## src/rtl/uart_tx_scheduler_pkg.sv

```systemverilog
// rtl/uart_tx_scheduler_pkg.sv - shared constants and types for the UART packet scheduler
package uart_tx_scheduler_pkg;

  localparam int UART_LEN    = 8;
  localparam int FULL_PERIOD = 867;
  localparam int LEN_W       = 4;

  localparam logic [3:0] DBG_OP_NOP   = 4'h0;
  localparam logic [3:0] DBG_OP_STATE = 4'h1;
  localparam logic [3:0] DBG_OP_GRANT = 4'h2;
  localparam logic [3:0] DBG_OP_BYTE  = 4'h3;

  typedef enum logic [1:0] {
    ST_IDLE,
    ST_SEND,
    ST_WAIT,
    ST_DONE
  } sched_state_t;

endpackage

```

## src/rtl/uart_tx_byte.sv

```systemverilog
// rtl/uart_tx_byte.sv - 8N1 byte serializer with registered line output
module uart_tx_byte #(
  parameter int FULL_PERIOD = uart_tx_scheduler_pkg::FULL_PERIOD
) (
  input  logic       clk,
  input  logic       rst_n,
  input  logic       byte_start,
  input  logic [7:0] byte_in,
  output logic       byte_done,
  output logic       tx
);
  import uart_tx_scheduler_pkg::*;

  localparam int CNT_W = (FULL_PERIOD > 0) ? $clog2(FULL_PERIOD + 1) : 1;
  localparam logic [CNT_W-1:0] LAST_CNT = CNT_W'(FULL_PERIOD);
  localparam logic [3:0]       LAST_BIT = 4'(UART_LEN + 1);

  logic                  r_active;
  logic [3:0]            r_bit;
  logic [CNT_W-1:0]      r_cnt;
  logic [UART_LEN+1:0]   r_shift;
  logic                  r_tx;
  logic                  w_bit_end;

  assign w_bit_end = r_active && (r_cnt == LAST_CNT);
  assign byte_done = w_bit_end && (r_bit == LAST_BIT);
  assign tx        = r_tx;

  // r_shift holds the remaining frame; bit 0 is the one currently on the line
  always_ff @(posedge clk or negedge rst_n) begin
    if (!rst_n) begin
      r_active <= 1'b0;
      r_bit    <= '0;
      r_cnt    <= '0;
      r_shift  <= '1;
      r_tx     <= 1'b1;
    end else if (!r_active) begin
      if (byte_start) begin
        r_active <= 1'b1;
        r_shift  <= {1'b1, byte_in, 1'b0};
        r_tx     <= 1'b0;
        r_cnt    <= '0;
        r_bit    <= '0;
      end
    end else if (w_bit_end) begin
      r_cnt <= '0;
      if (r_bit == LAST_BIT) begin
        r_active <= 1'b0;
        r_bit    <= '0;
        r_tx     <= 1'b1;
      end else begin
        r_bit   <= r_bit + 4'd1;
        r_shift <= {1'b1, r_shift[UART_LEN+1:1]};
        r_tx    <= r_shift[1];
      end
    end else begin
      r_cnt <= r_cnt + CNT_W'(1);
    end
  end

endmodule

```

## src/rtl/uart_tx_scheduler.sv

```systemverilog
// rtl/uart_tx_scheduler.sv - round-robin packet arbiter feeding a UART byte serializer
module uart_tx_scheduler #(
  parameter int NUM_REQ     = 3,
  parameter int MAX_BYTES   = 10,
  parameter int FULL_PERIOD = uart_tx_scheduler_pkg::FULL_PERIOD
) (
  input  logic                           clk,
  input  logic                           rst_n,
  input  logic [NUM_REQ-1:0]             req,
  input  logic [NUM_REQ*MAX_BYTES*8-1:0] req_data,
  input  logic [NUM_REQ*4-1:0]           req_len,
  output logic [NUM_REQ-1:0]             grant,
  output logic [NUM_REQ-1:0]             done,
  output logic                           busy,
  output logic                           uart_tx
);
  import uart_tx_scheduler_pkg::*;

  localparam int IDX_W = (NUM_REQ > 1) ? $clog2(NUM_REQ) : 1;
  localparam int BUF_W = MAX_BYTES * UART_LEN;
  localparam logic [LEN_W-1:0] MAX_LEN = LEN_W'(MAX_BYTES);

  sched_state_t     r_state, w_next;
  logic [IDX_W-1:0] r_ptr, r_win, w_win;
  logic [BUF_W-1:0] r_buf, w_data;
  logic [LEN_W-1:0] r_len, r_idx, w_len;
  logic             w_any, w_last, w_byte_start, w_byte_done;

  // Scan from the highest offset down so the nearest requester after r_ptr wins
  always_comb begin : arbiter
    int cand;
    cand   = 0;
    w_win  = r_ptr;
    w_data = '0;
    w_len  = '0;
    for (int k = NUM_REQ; k >= 1; k--) begin
      cand = int'(r_ptr) + k;
      if (cand >= NUM_REQ) cand = cand - NUM_REQ;
      if (req[IDX_W'(cand)]) w_win = IDX_W'(cand);
    end
    for (int i = 0; i < NUM_REQ; i++) begin
      if (w_win == IDX_W'(i)) begin
        w_data = req_data[i*BUF_W +: BUF_W];
        w_len  = req_len[i*LEN_W +: LEN_W];
      end
    end
  end

  assign w_any        = |req;
  assign w_last       = (r_idx + LEN_W'(1)) == r_len;
  assign w_byte_start = (r_state == ST_SEND) && (r_len != '0);

  always_ff @(posedge clk or negedge rst_n) begin
    if (!rst_n) r_state <= ST_IDLE;
    else        r_state <= w_next;
  end

  always_comb begin
    w_next = r_state;
    case (r_state)
      ST_IDLE: if (w_any) w_next = ST_SEND;
      ST_SEND: w_next = (r_len == '0) ? ST_DONE : ST_WAIT;
      ST_WAIT: if (w_byte_done) w_next = w_last ? ST_DONE : ST_SEND;
      ST_DONE: w_next = ST_IDLE;
      default: w_next = ST_IDLE;
    endcase
  end

  // The buffer shifts down one byte per sent byte, so byte[index] is always the low byte
  always_ff @(posedge clk or negedge rst_n) begin
    if (!rst_n) begin
      r_ptr <= IDX_W'(NUM_REQ - 1);
      r_win <= '0;
      r_buf <= '0;
      r_len <= '0;
      r_idx <= '0;
    end else begin
      case (r_state)
        ST_IDLE: if (w_any) begin
          r_win <= w_win;
          r_buf <= w_data;
          r_len <= (w_len > MAX_LEN) ? MAX_LEN : w_len;
          r_idx <= '0;
        end
        ST_WAIT: if (w_byte_done && !w_last) begin
          r_idx <= r_idx + LEN_W'(1);
          r_buf <= r_buf >> UART_LEN;
        end
        ST_DONE: r_ptr <= r_win;
        default: ;
      endcase
    end
  end

  always_comb begin
    grant = '0;
    done  = '0;
    if (r_state == ST_SEND || r_state == ST_WAIT) grant[r_win] = 1'b1;
    if (r_state == ST_DONE)                       done[r_win]  = 1'b1;
  end

  assign busy = (r_state != ST_IDLE);

  uart_tx_byte #(
    .FULL_PERIOD (FULL_PERIOD)
  ) u_byte (
    .clk        (clk),
    .rst_n      (rst_n),
    .byte_start (w_byte_start),
    .byte_in    (r_buf[UART_LEN-1:0]),
    .byte_done  (w_byte_done),
    .tx         (uart_tx)
  );

endmodule

```

## config.mk

```make
export PLATFORM = sky130hd
export DESIGN_NAME = uart_tx_scheduler
export DESIGN_NICKNAME = d
export VERILOG_FILES = /design/src/rtl/uart_tx_scheduler_pkg.sv /design/src/rtl/uart_tx_byte.sv /design/src/rtl/uart_tx_scheduler.sv
export SDC_FILE = /design/constraint.sdc
export NUM_CORES = 1
export LEC_CHECK = 0
export CORE_MARGIN = 2
export CORE_UTILIZATION = 40
export DETAILED_ROUTE_END_ITERATION = 6
export PLACE_DENSITY_LB_ADDON = 0.05
export SYNTH_ARGS = -nofsm -noshare
export SYNTH_HDL_FRONTEND = slang
export SYNTH_SLANG_ARGS = --single-unit
```

## constraint.sdc

```tcl
create_clock -name clk -period 3.9 [get_ports clk]
set_input_delay 0.39 -clock clk [delete_from_list [all_inputs] [get_ports clk]]
set_output_delay 0.39 -clock clk [all_outputs]
set_load 0.005 [all_outputs]
```

cell_classes.png
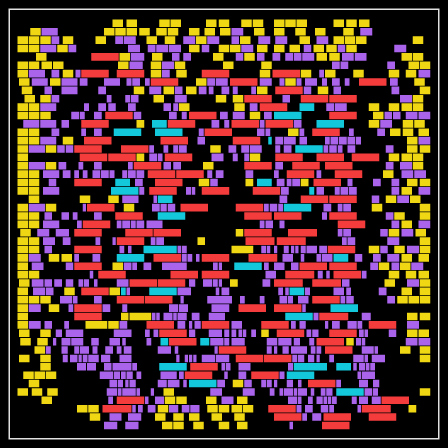
- red: flops (cells 118)
- yellow: other buffers and delay cells (cells 277)
- purple: all other logic (cells 537)
- cyan: clock drivers and dummy loads (cells 32)

final_congestion.png
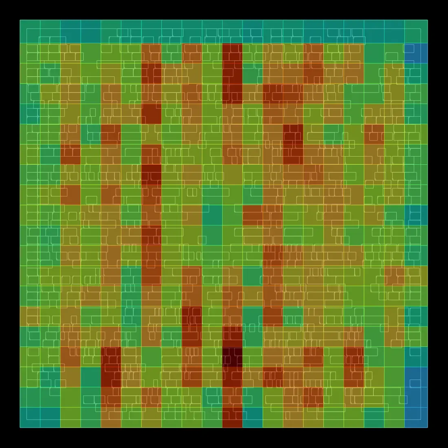
Total Routing Usage GR: 0.228
post-layout utilization of the core: 0.598
met1 usage: 0.286
highest-utilization routing layer at the global route stage: met2
met3 Resource Use GR: 0.0577

==> flow_metrics.env <==
# source this file to load flow results
export IMPL_run_status="completed"
export IMPL_die_h_um=139
export IMPL_synth_top_flop_cell="sky130_fd_sc_hd__dfrtp_1"
export IMPL_pwr_share_clk=0.193
export IMPL_lay_top_cells="sky130_fd_sc_hd__clkdlybuf4s50_1, sky130_fd_sc_hd__a22oi_1, sky130_fd_sc_hd__dfrtp_1"
export IMPL_stage_log_warnings=34
export IMPL_p_seq_frac=0.260
export IMPL_worst_path_max_delay_cell="sky130_fd_sc_hd__ha_1"
export IMPL_placed_cell_area_sq_um=10100
export IMPL_cts_reportedPaths_clkPinSlew_ps=50
export IMPL_yosys_cell_count_top_type="sky130_fd_sc_hd__a22oi_1"
export IMPL_common_cells="sky130_fd_sc_hd__a22oi_1, sky130_fd_sc_hd__dfrtp_1, sky130_fd_sc_hd__o21ai_1"
export IMPL_layout_top_cell="sky130_fd_sc_hd__clkdlybuf4s50_1"
export IMPL_worstReg2RegEnd="r_buf[22]"
export IMPL_critical_path_peak_fanout=87
export IMPL_top_power_group="combinational cells"
export IMPL_route_detailed_drc=0
export IMPL_core_area_sq_um=17900
export IMPL_use_met2=0.394
export IMPL_switchingPower_mw=3.44
export IMPL_maximum_clock_frequency_mhz=300
export IMPL_floorplan_die_area_sq_um=19300
export IMPL_period_minus_slack_ps=3340
export IMPL_maximum_number_of_pins_on_one_net_before_global_route_repair=88
export IMPL_antenna_cells_inserted=0
export IMPL_drt_initial_drc_count=410
export IMPL_max_vdd_ir_drop_uv=710
export IMPL_comb_cell_power_mw=4.60
export IMPL_cellInternalPower_mw=4.96
export IMPL_worst_slew_margin_rel=0.354
export IMPL_ant_nets=0
export IMPL_cts_max_level=4
export IMPL_worst_r2r_setup_slack_ps=560
export IMPL_critical_path_endpoint_type="register"
export IMPL_grt_setup_unrepaired="no"
export IMPL_route_detailed_vias_per_inst=5.66
export IMPL_timing_final_setup_violations=0
export IMPL_critical_path_startpoint="r_ptr[0]"
export IMPL_port_buffers=264
export IMPL_setup_ws_ps=564
export IMPL_finalHoldViolCount=0
export IMPL_syn2layout_area_growth_pct=46.8
export IMPL_worstPathRequired_ps=4190
export IMPL_clock_root_buffer="sky130_fd_sc_hd__clkbuf_16"
export IMPL_placed_cells_incl_taps=1161
export IMPL_critical_path_cell_by_cell="inv_1 -> ha_1 -> mux2i_1 -> mux2_2 -> a22oi_2 -> nor2_4 -> buf_12 -> mux2_2 -> a22oi_1 -> o21ai_1"
export IMPL_power_density_cell_area_nw_per_um2=786
export IMPL_syn_instance_count=718
final cells by class:
| class | count | share of cell area |
|---|---|---|
| sequential | 118 | 0.277 |
| clock inverter | 6 | 0.00807 |
| clock buffer | 26 | 0.0504 |
| timing repair buffer | 277 | 0.259 |
| tap | 229 | 0.0268 |
| multi-input combinational | 528 | 0.375 |
| inverter | 9 | 0.00316 |
state kept, by name (all words and copies together), names as in the netlist:
name / flops
r_win: 2
u_byte.tx: 1
u_byte.r_cnt: 10
r_idx: 4
r_len: 4
r_ptr: 2
r_buf: 80
u_byte.r_bit: 4
u_byte.r_shift: 8
r_state: 2
u_byte.r_active: 1
how the worst min path moves through the flow:
stage / from / to / slack (ps) / depth (start not counted)
floorplan: rst_n / r_buf[0] / 90 / 0
global placement: rst_n / u_byte.r_bit[3] / 450 / 1
detailed placement: rst_n / u_byte.r_bit[3] / 460 / 1
CTS: rst_n / u_byte.r_bit[3] / 20 / 1
global route: rst_n / u_byte.r_bit[3] / 40 / 1
finish: rst_n / u_byte.r_bit[3] / 0.9 / 1
logic make-up (layout without fill, tap and decap cells):
kind of cell               Yosys count  count (layout)  share of synthesized area
buffers and inverters               72             318                     0.0467
AOI/OAI and AO/OA                  312             312                      0.288
DFF                                118             118                      0.407
xor gates and xnor gates             6               6                     0.0110
muxes                               93              93                      0.151
and+or+nand+nor                    105             105                     0.0752
adders and majority gates           12              12                     0.0206
critical path, delay by kind of cell, from the launching register on:
kind / cells / cell delay (ps)
mux: 3 / 950
compound gates: 3 / 500
buf+inv: 2 / 510
simple gates: 1 / 150
fa+ha+maj: 1 / 500
flops: 1 / 480
routing by layer:
layer	wire (um)	vias up	part of all wire
met5	0	-	0
met4	276	0	0.012
met3	1280	24	0.057
met2	11100	230	0.50
met1	9680	3285	0.43
li1	-	3217	-
